[src/rtl/memory_ctrl.sv]
// PicoComputer program/data memory: a streaming boot loader fills the array, then the
// CPU is released from reset and gets single-port word access with one-cycle read latency.
module memory_ctrl #(
    parameter int ADDR_WIDTH = 6,
    parameter int DATA_WIDTH = 16
) (
    input  logic                  clk,
    input  logic                  rst_n,
    input  logic                  we,
    input  logic [ADDR_WIDTH-1:0] addr,
    input  logic [DATA_WIDTH-1:0] data,
    output logic [DATA_WIDTH-1:0] out,
    input  logic                  ld_valid,
    input  logic [DATA_WIDTH-1:0] ld_data,
    input  logic                  ld_last,
    output logic                  ld_ready,
    output logic [ADDR_WIDTH:0]   ld_count,
    output logic                  cpu_rst_n
);

    localparam int DEPTH = 1 << ADDR_WIDTH;

    typedef enum logic [1:0] {
        IDLE,
        LOAD,
        RUN
    } state_t;

    state_t                state_q, state_d;
    logic [ADDR_WIDTH:0]   ld_count_q, ld_count_d;
    logic [DATA_WIDTH-1:0] out_q, out_d;
    logic                  cpu_rst_n_q, cpu_rst_n_d;

    logic [DATA_WIDTH-1:0] mem [DEPTH];
    logic                  mem_we;
    logic [ADDR_WIDTH-1:0] mem_waddr;
    logic [DATA_WIDTH-1:0] mem_wdata;
    logic                  ld_full;

    always_comb begin
        state_d     = state_q;
        ld_count_d  = ld_count_q;
        out_d       = '0;
        cpu_rst_n_d = 1'b0;
        mem_we      = 1'b0;
        mem_waddr   = addr;
        mem_wdata   = data;
        // Writing the top address fills the array, which ends the load regardless of ld_last.
        ld_full     = (ld_count_q[ADDR_WIDTH-1:0] == '1);

        case (state_q)
            IDLE: state_d = LOAD;
            LOAD: begin
                if (ld_valid) begin
                    mem_we     = 1'b1;
                    mem_waddr  = ld_count_q[ADDR_WIDTH-1:0];
                    mem_wdata  = ld_data;
                    ld_count_d = ld_count_q + 1'b1;
                    if (ld_last || ld_full) begin
                        state_d = RUN;
                    end
                end
            end
            RUN: begin
                // Array write lands at the same edge, so this read returns the old word.
                out_d       = mem[addr];
                cpu_rst_n_d = 1'b1;
                mem_we      = we;
            end
            default: state_d = IDLE;
        endcase

        if (!rst_n) begin
            mem_we = 1'b0;
        end
    end

    always_ff @(posedge clk) begin
        if (!rst_n) begin
            state_q     <= IDLE;
            ld_count_q  <= '0;
            out_q       <= '0;
            cpu_rst_n_q <= 1'b0;
        end else begin
            state_q     <= state_d;
            ld_count_q  <= ld_count_d;
            out_q       <= out_d;
            cpu_rst_n_q <= cpu_rst_n_d;
        end
    end

    always_ff @(posedge clk) begin
        if (mem_we) begin
            mem[mem_waddr] <= mem_wdata;
        end
    end

    assign out       = out_q;
    assign ld_ready  = (state_q == LOAD);
    assign ld_count  = ld_count_q;
    assign cpu_rst_n = cpu_rst_n_q;

endmodule

[config.mk]
export PLATFORM = sky130hd
export DESIGN_NAME = memory_ctrl
export DESIGN_NICKNAME = d
export VERILOG_FILES = /design/src/rtl/memory_ctrl.sv
export SDC_FILE = /design/constraint.sdc
export NUM_CORES = 1
export LEC_CHECK = 0
export CORE_AREA = 2 2 259 261
export CTS_CLUSTER_DIAMETER = 150
export DETAILED_ROUTE_END_ITERATION = 6
export DIE_AREA = 0 0 261 263
export PLACE_DENSITY_LB_ADDON = 0.2
export SYNTH_ARGS = -nofsm -noshare
export SYNTH_HDL_FRONTEND = slang
export SYNTH_SLANG_ARGS = --single-unit
export TNS_END_PERCENT = 1
[constraint.sdc]
create_clock -name clk -period 3.47 [get_ports clk]
set_clock_uncertainty 0.05 [all_clocks]
set_input_delay 0.347 -clock clk [delete_from_list [all_inputs] [get_ports clk]]
set_output_delay 0.347 -clock clk [all_outputs]
set_load 0.05 [all_outputs]
**Clock distribution**

Drawn at 2 px/um.
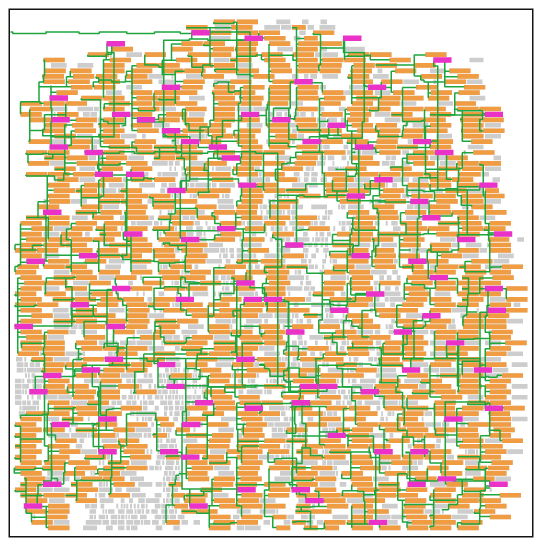
[magenta] clock-net drivers | count: 99
[orange] flip-flops | count: 1050
[green] clock wires | length: 10700 um
flops lie: spread over the die

==> metrics.cfg <==
[die]
io_pins=68
die_h_um=263
fp.dieW_um=261

[outcome]
outcome=completed

[setup_path]
worstPathArrival_ns=3.39
endpoint_kind=flop
crit_fanout=13
path_delay_family=simple AND/OR/NAND/NOR gates

[synth]
top_cell_area_share_pct=76.07
compound_area_share_pct=2.848
yosys-stat-area_mm2=0.04042
synth-seq-cells=1050
logic_family=multiplexers
xor_share_pct=0.1300
synth_top_flop_cell=edfxtp_1
syn_area_mm2=0.04042
synth_cell_type_count=49

[sta]
tightestPinTransition_ns=1.155
hold_violations=0

[clocking]
worstSkewPairLatency_ns=0.67
cts_sinks=1050

[job]
warnings=30

[power_and_ir_drop]
clk-power_uw=10700
clkPwrFrac_pct=37.7
p_comb_uw=2850
p_sw_uw=6606

[finish]
inverters_excl_clock=7
layout_top_cell=edfxtp_1

[drt]
first_iter_violations=3179
vias=20940

[global_routing]
grt_usage_pct=30.23
grt_max_degree=65

[place]
place_congestion=0.9309
placed_area_mm2=0.04327

**Placement by cell class**

Drawn at 2 px/um. Fill, decap, tap and diode cells in grey.
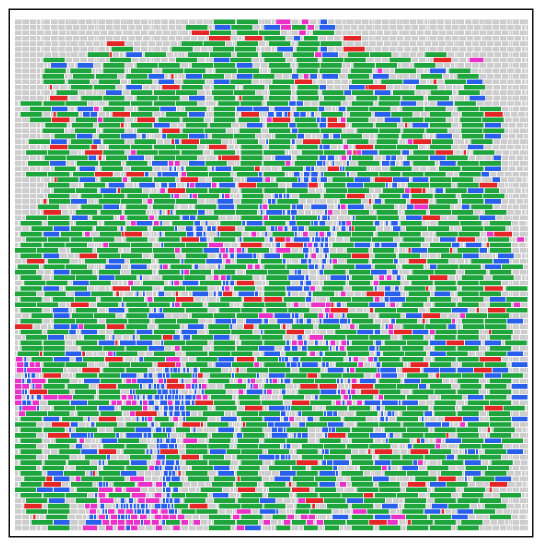
[blue] remaining logic cells | cells: 779
[red] clock drivers and dummy loads | cells: 180
[green] sequential cells | cells: 1050
[magenta] remaining buffers and delay cells | cells: 235

[metal layers]
| layer | part of all wire (%) | vias to the layer above |
|---|---|---|
| met5 | 0 | - |
| met4 | 3.7 | 0 |
| met3 | 11 | 209 |
| met2 | 48 | 1398 |
| met1 | 37 | 10860 |
| li1 | - | 8476 |
[through the flow]
step	power, uW	util [%]	hold slack, ns	cells
finish	28310	70.82	0.3766	3109
CTS	28370	70.82	0.3360	3108
floorplan	16460	-	0.4204	1929
global route	28970	70.82	0.3655	3108
detailed placement	17880	65.93	0.4566	2928
global placement	17780	65.93	0.4268	2928
[Yosys cell counts, drive strengths merged, types with 16 or more instances]
library cell	n
dfxtp	26
clkbuf	35
mux4	243
o22ai	37
nand3	17
nor2	78
buf	65
edfxtp	1024
nand2	156
mux2i	43
o21ai	34
mux2	19
a21oi	16
Power is estimated from default activity; no workload was simulated.
